Fig. 1: run 1, wiring heat map
(4 px per µm) 15 x 15 tiles, from dark purple (low) to yellow (high), scaled to the fullest tile. Values are wire area over tile area, all layers added.
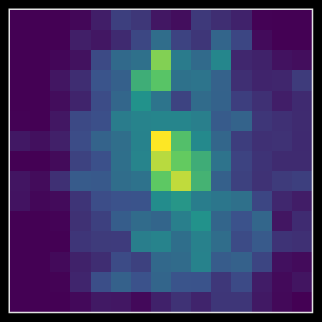
Fig. 2: run 1, a small window of the routed layout
Window x 13 to 63, y 25 to 75 µm. Cells in grey, sequential cells in the stronger grey; small squares are vias.
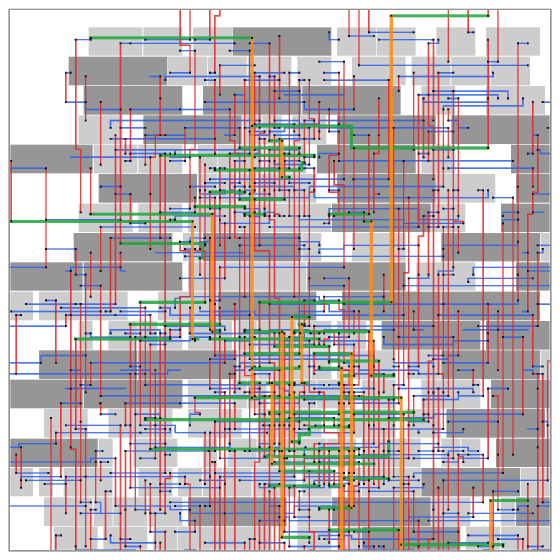
Fig. 3: run 1, placed standard cells
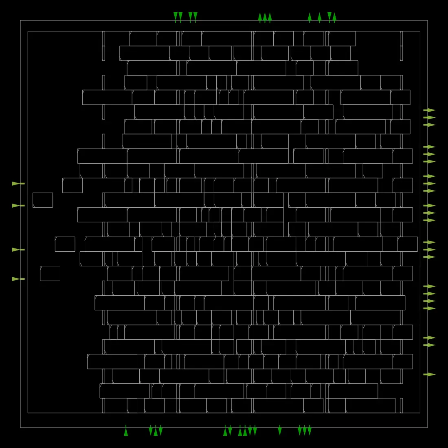
<file path="src/rtl/handshake_dispatch_if.sv">
// Upstream and three-channel downstream handshake bundle for handshake_dispatch.
interface handshake_dispatch_if;
  logic       handshake_valid;
  logic       handshake_ready;
  logic [3:0] in1;
  logic [3:0] in2;
  logic       handshake_arr_0_valid;
  logic       handshake_arr_1_valid;
  logic       handshake_arr_2_valid;
  logic       handshake_arr_0_ready;
  logic       handshake_arr_1_ready;
  logic       handshake_arr_2_ready;
  logic [7:0] handshake_arr_0_data;
  logic [7:0] handshake_arr_1_data;
  logic [7:0] handshake_arr_2_data;
  logic       out;
  logic [7:0] xfer_count;

  modport master (
    output handshake_valid, in1, in2,
    output handshake_arr_0_ready, handshake_arr_1_ready, handshake_arr_2_ready,
    input  handshake_ready,
    input  handshake_arr_0_valid, handshake_arr_1_valid, handshake_arr_2_valid,
    input  handshake_arr_0_data, handshake_arr_1_data, handshake_arr_2_data,
    input  out, xfer_count
  );

  modport slave (
    input  handshake_valid, in1, in2,
    input  handshake_arr_0_ready, handshake_arr_1_ready, handshake_arr_2_ready,
    output handshake_ready,
    output handshake_arr_0_valid, handshake_arr_1_valid, handshake_arr_2_valid,
    output handshake_arr_0_data, handshake_arr_1_data, handshake_arr_2_data,
    output out, xfer_count
  );
endinterface

</file>
<file path="src/rtl/handshake_dispatch.sv">
// 2-entry FIFO feeding three downstream channels in strict round-robin order.
// All outputs are registered; each is computed from the next-state values.
module handshake_dispatch (
  input  logic                 CLK,
  input  logic                 ASYNCRESETN,
  handshake_dispatch_if.slave  bus
);
  typedef enum logic [1:0] {CH0 = 2'd0, CH1 = 2'd1, CH2 = 2'd2} chan_t;

  chan_t      ptr, ptr_n;
  logic       rst_done;
  logic [1:0] count, count_n;
  logic       rd, wr, rd_n;
  logic [7:0] mem [2];
  logic [7:0] word, head_n, xfer;
  logic       ready_q, out_q;
  logic [2:0] valid_q, valid_n, ready_in;
  logic [7:0] data_q [3];
  logic [7:0] data_n [3];
  logic       push, pop;

  always_comb begin
    word     = {bus.in2, bus.in1};
    ready_in = {bus.handshake_arr_2_ready, bus.handshake_arr_1_ready, bus.handshake_arr_0_ready};
    push     = bus.handshake_valid & ready_q & rst_done;
    pop      = (|(valid_q & ready_in)) & rst_done;
    count_n  = count + 2'(push) - 2'(pop);
    rd_n     = rd ^ pop;
    ptr_n    = ptr;
    if (pop) begin
      case (ptr)
        CH0:     ptr_n = CH1;
        CH1:     ptr_n = CH2;
        default: ptr_n = CH0;
      endcase
    end
    // A word pushed into the slot that becomes head is not yet in mem.
    head_n  = (push && (wr == rd_n)) ? word : mem[rd_n];
    valid_n = '0;
    for (int unsigned i = 0; i < 3; i++) begin
      data_n[i] = '0;
      if ((count_n != 2'd0) && (ptr_n == i[1:0])) begin
        valid_n[i] = 1'b1;
        data_n[i]  = head_n;
      end
    end
  end

  always_ff @(posedge CLK or negedge ASYNCRESETN) begin
    if (!ASYNCRESETN) begin
      rst_done <= 1'b0;
      count    <= '0;
      rd       <= 1'b0;
      wr       <= 1'b0;
      ptr      <= CH0;
      xfer     <= '0;
      ready_q  <= 1'b0;
      out_q    <= 1'b0;
      valid_q  <= '0;
      for (int unsigned i = 0; i < 2; i++) mem[i] <= '0;
      for (int unsigned i = 0; i < 3; i++) data_q[i] <= '0;
    end else begin
      rst_done <= 1'b1;
      count    <= count_n;
      rd       <= rd_n;
      wr       <= wr ^ push;
      if (push) mem[wr] <= word;
      ptr      <= ptr_n;
      xfer     <= xfer + 8'(pop);
      ready_q  <= (count_n < 2'd2);
      out_q    <= (count_n == 2'd0);
      valid_q  <= valid_n;
      for (int unsigned i = 0; i < 3; i++) data_q[i] <= data_n[i];
    end
  end

  assign bus.handshake_ready       = ready_q;
  assign bus.out                   = out_q;
  assign bus.xfer_count            = xfer;
  assign bus.handshake_arr_0_valid = valid_q[0];
  assign bus.handshake_arr_1_valid = valid_q[1];
  assign bus.handshake_arr_2_valid = valid_q[2];
  assign bus.handshake_arr_0_data  = data_q[0];
  assign bus.handshake_arr_1_data  = data_q[1];
  assign bus.handshake_arr_2_data  = data_q[2];
endmodule

</file>
<file path="src/flat_wrapper.sv">
// flat-port wrapper written by rule: the top's interface ports become plain ports
module handshake_dispatch_flat 
  (CLK, ASYNCRESETN, bus_handshake_valid, bus_in1, bus_in2, bus_handshake_arr_0_ready, bus_handshake_arr_1_ready, bus_handshake_arr_2_ready, bus_handshake_ready, bus_handshake_arr_0_valid, bus_handshake_arr_1_valid, bus_handshake_arr_2_valid, bus_handshake_arr_0_data, bus_handshake_arr_1_data, bus_handshake_arr_2_data, bus_out, bus_xfer_count);
  handshake_dispatch_if bus_i ();
  input  logic CLK;
  input  logic ASYNCRESETN;
  input wire logic [$bits(bus_i.handshake_valid)-1:0] bus_handshake_valid;
  input wire logic [$bits(bus_i.in1)-1:0] bus_in1;
  input wire logic [$bits(bus_i.in2)-1:0] bus_in2;
  input wire logic [$bits(bus_i.handshake_arr_0_ready)-1:0] bus_handshake_arr_0_ready;
  input wire logic [$bits(bus_i.handshake_arr_1_ready)-1:0] bus_handshake_arr_1_ready;
  input wire logic [$bits(bus_i.handshake_arr_2_ready)-1:0] bus_handshake_arr_2_ready;
  output wire logic [$bits(bus_i.handshake_ready)-1:0] bus_handshake_ready;
  output wire logic [$bits(bus_i.handshake_arr_0_valid)-1:0] bus_handshake_arr_0_valid;
  output wire logic [$bits(bus_i.handshake_arr_1_valid)-1:0] bus_handshake_arr_1_valid;
  output wire logic [$bits(bus_i.handshake_arr_2_valid)-1:0] bus_handshake_arr_2_valid;
  output wire logic [$bits(bus_i.handshake_arr_0_data)-1:0] bus_handshake_arr_0_data;
  output wire logic [$bits(bus_i.handshake_arr_1_data)-1:0] bus_handshake_arr_1_data;
  output wire logic [$bits(bus_i.handshake_arr_2_data)-1:0] bus_handshake_arr_2_data;
  output wire logic [$bits(bus_i.out)-1:0] bus_out;
  output wire logic [$bits(bus_i.xfer_count)-1:0] bus_xfer_count;
  assign bus_i.handshake_valid = bus_handshake_valid;
  assign bus_i.in1 = bus_in1;
  assign bus_i.in2 = bus_in2;
  assign bus_i.handshake_arr_0_ready = bus_handshake_arr_0_ready;
  assign bus_i.handshake_arr_1_ready = bus_handshake_arr_1_ready;
  assign bus_i.handshake_arr_2_ready = bus_handshake_arr_2_ready;
  assign bus_handshake_ready = bus_i.handshake_ready;
  assign bus_handshake_arr_0_valid = bus_i.handshake_arr_0_valid;
  assign bus_handshake_arr_1_valid = bus_i.handshake_arr_1_valid;
  assign bus_handshake_arr_2_valid = bus_i.handshake_arr_2_valid;
  assign bus_handshake_arr_0_data = bus_i.handshake_arr_0_data;
  assign bus_handshake_arr_1_data = bus_i.handshake_arr_1_data;
  assign bus_handshake_arr_2_data = bus_i.handshake_arr_2_data;
  assign bus_out = bus_i.out;
  assign bus_xfer_count = bus_i.xfer_count;
  handshake_dispatch u_core (.CLK(CLK), .ASYNCRESETN(ASYNCRESETN), .bus(bus_i));
endmodule
</file>
<file path="config.mk">
export PLATFORM = sky130hd
export DESIGN_NAME = handshake_dispatch_flat
export DESIGN_NICKNAME = d
export VERILOG_FILES = /design/src/rtl/handshake_dispatch_if.sv /design/src/rtl/handshake_dispatch.sv /design/src/flat_wrapper.sv
export SDC_FILE = /design/constraint.sdc
export NUM_CORES = 1
export LEC_CHECK = 0
export CAP_MARGIN = 30
export CORE_UTILIZATION = 46
export CTS_CLUSTER_SIZE = 24
export DETAILED_ROUTE_END_ITERATION = 10
export PLACE_DENSITY = 0.86
export SLEW_MARGIN = 20
export SYNTH_ARGS = -nofsm -noshare
export SYNTH_HDL_FRONTEND = slang
export SYNTH_SLANG_ARGS = --single-unit
</file>
<file path="constraint.sdc">
create_clock -name CLK -period 2.45 [get_ports CLK]
set_input_delay 0.3675 -clock CLK [delete_from_list [all_inputs] [get_ports CLK]]
set_output_delay 0.3675 -clock CLK [all_outputs]
set_load 0.03 [all_outputs]
</file>
==> results.toml, run 1 <==
# physical design summary
[final_layout]
drive_gt1_frac = 0.2727
area.share.sequential = 0.4255
comb_cells = 114
clock_buffers = 12
antenna_cells = 0
buf_share = 0.1901
buffers_excl_clock = 71
logic_area_um2 = 1025
largest_class = "registers"
fin_area_um2 = 3535
fillCellCount = 366
finalNetCount = 290

[final_timing]
worst_slack_ns = -0.03506
worst_hold_slack_ns = 0.02471
tightest_slew_ns = 0.6773
fin_crit_ns = 2.485
clock_skew_ns = 0.006069
fin_crit_sh = 1.014
setup_viol = 5
final_hold_viol_count = 0
max_freq_mhz = 402.4

[global_route]
grt_use_total = 0.2332
grt_pass1_vias = 1890
grt_max_degree = 34
antenna_found_initial = 0
grt_pass1_wl_um = 9384
grt-ovfl-total = 0

[critical_path]
cp_slowest_stage_delay_ns = 0.43
cp-start-kind = "flip-flop"
path_cells = "a222oi_1 > buf_4 > nor2_4 > ha_4 > inv_2 > ha_4 > xnor3_2 > nand2b_4 > o211ai_1 > buf_4 > a311oi_2"
endpoint_kind = "flip-flop"
cp_top_family = "AND-OR/OR-AND gates"
critical_path_buf_inv_count = 3
cp_slowest_cell = "dfrtp_2"
crit_arrival_ns = 2.73
crit_path_max_fanout = 5

[cts]
h-tree-depth = 3
root_buffer = "clkbuf_8"
cts_tree = "yes"

[drt]
via_per_inst = 5.887
wl_met3_um = 530
route.met2.wl_um = 3246
wire_per_inst_um = 18.91
routed_wl_um = 6524
drc = 0

[yosys]
syn_area_um2 = 2482
yosys.stat.seqShare = 0.6048
synth_nets = 214
ys.flop_type = "dfrtp_1"
edf_count = 0

[run_status]
status = "finished, violations left"
violations = "negative setup slack"

[floorplan]
die_w_um = 75.46
fp_util = 0.4830
die_area_um2 = 5694
tap_cells = 70
io_pins = 51

[placed_design]
pre_cts_ws_ns = -0.4704
hpwl_um = 4048
place_area_um2 = 3174
numPortBuffers = 50
place.gp.congestion = 0.8341

[run]
cap_violations = 0

[hold_path]
hold_class = "in2async"

[power]
leakage_nw = 1.561
## Picture notes: Fig. 1
The densest ninth of the die: middle. 6.2% of the tiles are over half the peak. 17% of the tiles are nearly empty. The mean over all tiles is 0.19.

## Picture notes: Fig. 2
Red is M2. Blue is M1. Orange is M4. Green is M3.
Most frequent: dfrtp_1 (37), mux2_2 (17). Netlist names of flops here include u_core.mem (14), u_core.bus.handshake_arr_0_data (8), u_core.bus.handshake_arr_2_data (6). 155 logic cells have their middle in the window. Sequential cells in the window: 37.

## Picture notes: Fig. 3
flop count: 60
fin util: 0.6877
final non-filler cell total: 345
Rows: 26
core area: 5140 µm²

[run 1: stage by stage]
| stage | utilization | TNS (ns) |
|---|---|---|
| floorplan | - | -2.045 |
| global placement | 0.6176 | -8.009 |
| detailed placement | 0.6176 | -10.17 |
| CTS | 0.6604 | -0.2887 |
| global route | 0.6877 | -2.039 |
| finish | 0.6877 | -0.08420 |
[run 1: power by group]
part           internal [mW]  total, mW  switching (mW)  leakage (nW)
clock network          0.496      0.884           0.388         0.100
registers               1.40       1.66           0.257         0.764
logic                   1.20       2.73            1.54         0.696
[run 1: repair_timing]
item,CTS,global route
buffers inserted,1,4
pin swaps,2,5
gates cloned,0,1
hold buffers,0,0
setup endpoints to repair,19,27
resized,3,21
[run 1: synth_stat cells (2+ instances only)]
| cell type | n | share of area |
|---|---|---|
| o21ai_0 | 9 | 0.018 |
| nor3_1 | 13 | 0.026 |
| inv_1 | 13 | 0.020 |
| buf_2 | 3 | 0.0060 |
| clkbuf_1 | 3 | 0.0045 |
| o21a_1 | 2 | 0.0060 |
| dfrtp_1 | 60 | 0.60 |
| a311oi_1 | 21 | 0.074 |
| nor2_1 | 2 | 0.0030 |
| mux2_2 | 17 | 0.077 |
| ha_1 | 6 | 0.030 |
| nand2_1 | 2 | 0.0030 |
| nand3_1 | 10 | 0.020 |
| o21ai_1 | 2 | 0.0040 |
| xnor2_1 | 5 | 0.018 |
| a22o_1 | 2 | 0.0071 |
| nand2b_1 | 2 | 0.0050 |
| xor2_1 | 3 | 0.011 |
[run 1: registers in the layout, summed over array words and instances (netlist names)]
| signal | cells |
|---|---|
| u_core.ptr | 2 |
| u_core.rd | 1 |
| u_core.mem | 16 |
| u_core.bus.handshake_arr_0_data | 8 |
| u_core.wr | 1 |
| u_core.bus.handshake_ready | 1 |
| u_core.bus.out | 1 |
| u_core.valid_q | 3 |
| u_core.bus.handshake_arr_1_data | 8 |
| u_core.bus.handshake_arr_2_data | 8 |
| u_core.rst_done | 1 |
| u_core.count | 2 |
| u_core.bus.xfer_count | 8 |
[run 1: worst paths after layout]
kind	slack, ns	to	cells past startpoint	startpoint
min in group CLK	0.50	u_core.bus.xfer_count[6]	1	u_core.bus.xfer_count[6]
min	0.02	u_core.mem[7]	1	ASYNCRESETN
max reg2reg	-0.04	u_core.bus.handshake_arr_1_data[0]	11	u_core.valid_q[1]
max in group asynchronous	1.83	u_core.valid_q[2]	2	ASYNCRESETN
max	-0.04	u_core.bus.handshake_arr_1_data[0]	11	u_core.valid_q[1]
min reg2reg	0.50	u_core.bus.xfer_count[6]	1	u_core.bus.xfer_count[6]
[run 1: routing by layer]
metal | vias up | global-route usage
li1 | 878 | -
met5 | - | 0
met4 | 0 | 0.1070
met1 | 995 | 0.2749
met3 | 31 | 0.08201
met2 | 127 | 0.3849
[run 1: cell families (layout without fill, tap and decap cells)]
logic type                 after synthesis  count (layout)  share of synthesized area
DFF                                     60              60                     0.6048
muxes                                   18              18                    0.08115
buffers and inverters                   20             101                    0.03175
xor gates and xnor gates                 9               9                    0.03730
and+or+nand+nor                         36              36                    0.07713
other                                    1               1                   0.001511
adders and majority gates                6               6                    0.03024
AOI/OAI and AO/OA                       44              44                     0.1361
Fig. 4: run 1, sizing map
(4 px per µm)
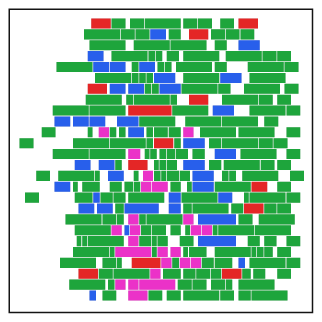

--- run 2 (diff from run 1) ---
--- a/config.mk
+++ b/config.mk
@@ -14,3 +14,4 @@
 export SYNTH_ARGS = -nofsm -noshare
 export SYNTH_HDL_FRONTEND = slang
 export SYNTH_SLANG_ARGS = --single-unit
+export TNS_END_PERCENT = 5
Fig. 5: run 2, sizing map
(4 px per µm)
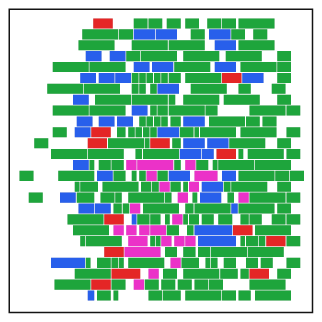
Magenta is x3 and x4, cells 23, most used buf_4. Red is x6 and larger, cells 13, most used clkbuf_8. Green is x1 and smaller, cells 195, most used dfrtp_1. Blue is x2, cells 41, most used mux2_2.

==> results.toml, run 2 <==
# physical design summary
[floorplan]
die_w_um = 75.46
fp_util = 0.4830
coreArea_um2 = 5140
io_pins = 51
die_area_um2 = 5694
rows = 26

[yosys]
ys_cells = 194
yosys.stat.seqShare = 0.6048
yosysTopAreaCell = "dfrtp_1"
most_common_cell = "dfrtp_1"
yosys-top-cells-area = "dfrtp_1 60%, mux2_2 7.7%, a311oi_1 7.4%, ha_1 3.0%, nor3_1 2.6%"
ys.flop_type = "dfrtp_1"
top_cells_by_count = "60 x dfrtp_1, 21 x a311oi_1, 17 x mux2_2"
top_area_frac = 0.6048
syn_area_um2 = 2482
edf_count = 0
async_flop_share = 1.000
synth_nets = 214

[global_route]
grt_max_degree = 36
grt_pass1_vias = 1952
grt-ovfl-total = 0
antenna_found_initial = 0
grt_pass1_wl_um = 9715
grt_use_total = 0.2426

[critical_path]
cp_slowest_stage_delay_ns = 0.41
endpoint_kind = "flip-flop"
r2r-end = "u_core.bus.handshake_arr_1_data[0]"
cp_top_family = "AND-OR/OR-AND gates"
cp_slowest_cell = "dfrtp_2"
worstSetupStartpoint = "u_core.valid_q[2]"
rr_startpoint = "u_core.valid_q[2]"
cp_data_required_time_ns = 2.69
endpoint = "u_core.bus.handshake_arr_1_data[0]"
cp_num_cells = 11
cp-start-kind = "flip-flop"
reg2reg_depth = 11
path_cells = "a222oi_1 > buf_4 > nor2_4 > ha_4 > inv_2 > ha_4 > xnor3_2 > nand2b_4 > o211ai_1 > buf_4 > a311oi_2"
crit_arrival_ns = 2.80
crit_path_max_fanout = 5
ff2ff_setup_slack_ns = -0.12
critical_path_buf_inv_count = 3

[power]
leakage_nw = 1.543

[drt]
routed_wl_um = 6296
via_count = 2020
antenna_left = 0
drc = 0
wire_per_inst_um = 18.41
via_per_inst = 5.906

[final_timing]
final_hold_viol_count = 0
worst_hold_slack_ns = 0.02791
fin_crit_sh = 1.047
fin_tns_setup_ns = -0.8420
worst_slack_ns = -0.1160
clock_skew_ns = 0.009065
setup_viol = 15
fin_crit_ns = 2.566
max_freq_mhz = 389.7
tightest_slew_ns = 0.6733

[final_layout]
logic_area_um2 = 1064
flop_area_um2 = 1504
finalNetCount = 288
final_core_util = 0.6882
antenna_cells = 0
largest_reg_flops = 16
drive_gt1_frac = 0.2831
fillCellCount = 379
fin_cells = 342
largest-register = "u_core.mem"
final_common_cell = "dfrtp_1"

[placed_design]
numPortBuffers = 50
place.gp.congestion = 0.8383
hpwl_um = 3952

[cts]
cts_tree = "yes"
root_buffer = "clkbuf_8"
h-tree-depth = 3
postCtsHoldBufs = 0

[run_status]
status = "finished, violations left"
violations = "negative setup slack"

[run]
cap_violations = 0

[hold_path]
hold_class = "in2async"
==> run 2: cell counts after synthesis <==
No cell type changed its count.
==> run 2: how the worst min path moves through the flow <==
stage	startpoint	end	slack (ns)	cells after the start
after global routing	ASYNCRESETN	u_core.bus.out	0.06	1
after detailed placement	ASYNCRESETN	u_core.bus.out	0.40	1
after floorplan	ASYNCRESETN	u_core.bus.handshake_arr_0_data[0]	0.07	0
after global placement	ASYNCRESETN	u_core.bus.out	0.39	1
after CTS	ASYNCRESETN	u_core.bus.handshake_ready	0.03	1
final	ASYNCRESETN	u_core.bus.handshake_ready	0.03	1
==> run 2: timing repair <==
action / in CTS / in global routing
buffers inserted: 3 / 0
resized: 19 / 10
gates cloned: 1 / 0
endpoints found under the setup margin: 26 / 21
pin swaps: 5 / 1
==> run 2: logic make-up after synthesis <==
family | after synthesis | share of synthesized area
buffers and inverters | 20 | 0.03175
xor gates and xnor gates | 9 | 0.03730
AOI/OAI and AO/OA | 44 | 0.1361
DFF | 60 | 0.6048
and+or+nand+nor | 36 | 0.07713
other | 1 | 0.001511
adders and majority gates | 6 | 0.03024
muxes | 18 | 0.08115
==> run 2: area by class of cell <==
cell class                 count  area share
sequential                    60      0.4252
multi-input combinational    114      0.3007
timing repair buffer          69      0.1836
clock buffer                  14     0.04882
tap                           70     0.02476
inverter                      14     0.01486
clock inverter                 1    0.002122
==> run 2: routing by layer <==
metal	vias up	GRT usage	wire (µm)
li1	869	-	-
met1	987	0.3205	2576
met2	120	0.3690	2966
met3	44	0.04630	406
met4	0	0.1564	346
met5	-	0	0
==> run 2: stage by stage <==
step | setup slack (ns) | area (µm²)
floorplan | -0.1673 | 2495
detailed placement | -0.6001 | 3174
CTS | -0.003668 | 3480
global placement | -0.3463 | 3174
finish | -0.1160 | 3537
global route | -0.1432 | 3537
==> run 2: power breakdown <==
part	switching (mW)	internal [mW]	total, mW
logic	1.57	1.16	2.73
registers	0.244	1.40	1.64
clock network	0.360	0.445	0.806
total	2.17	3.01	5.18
Power is estimated from default activity; no workload was simulated.
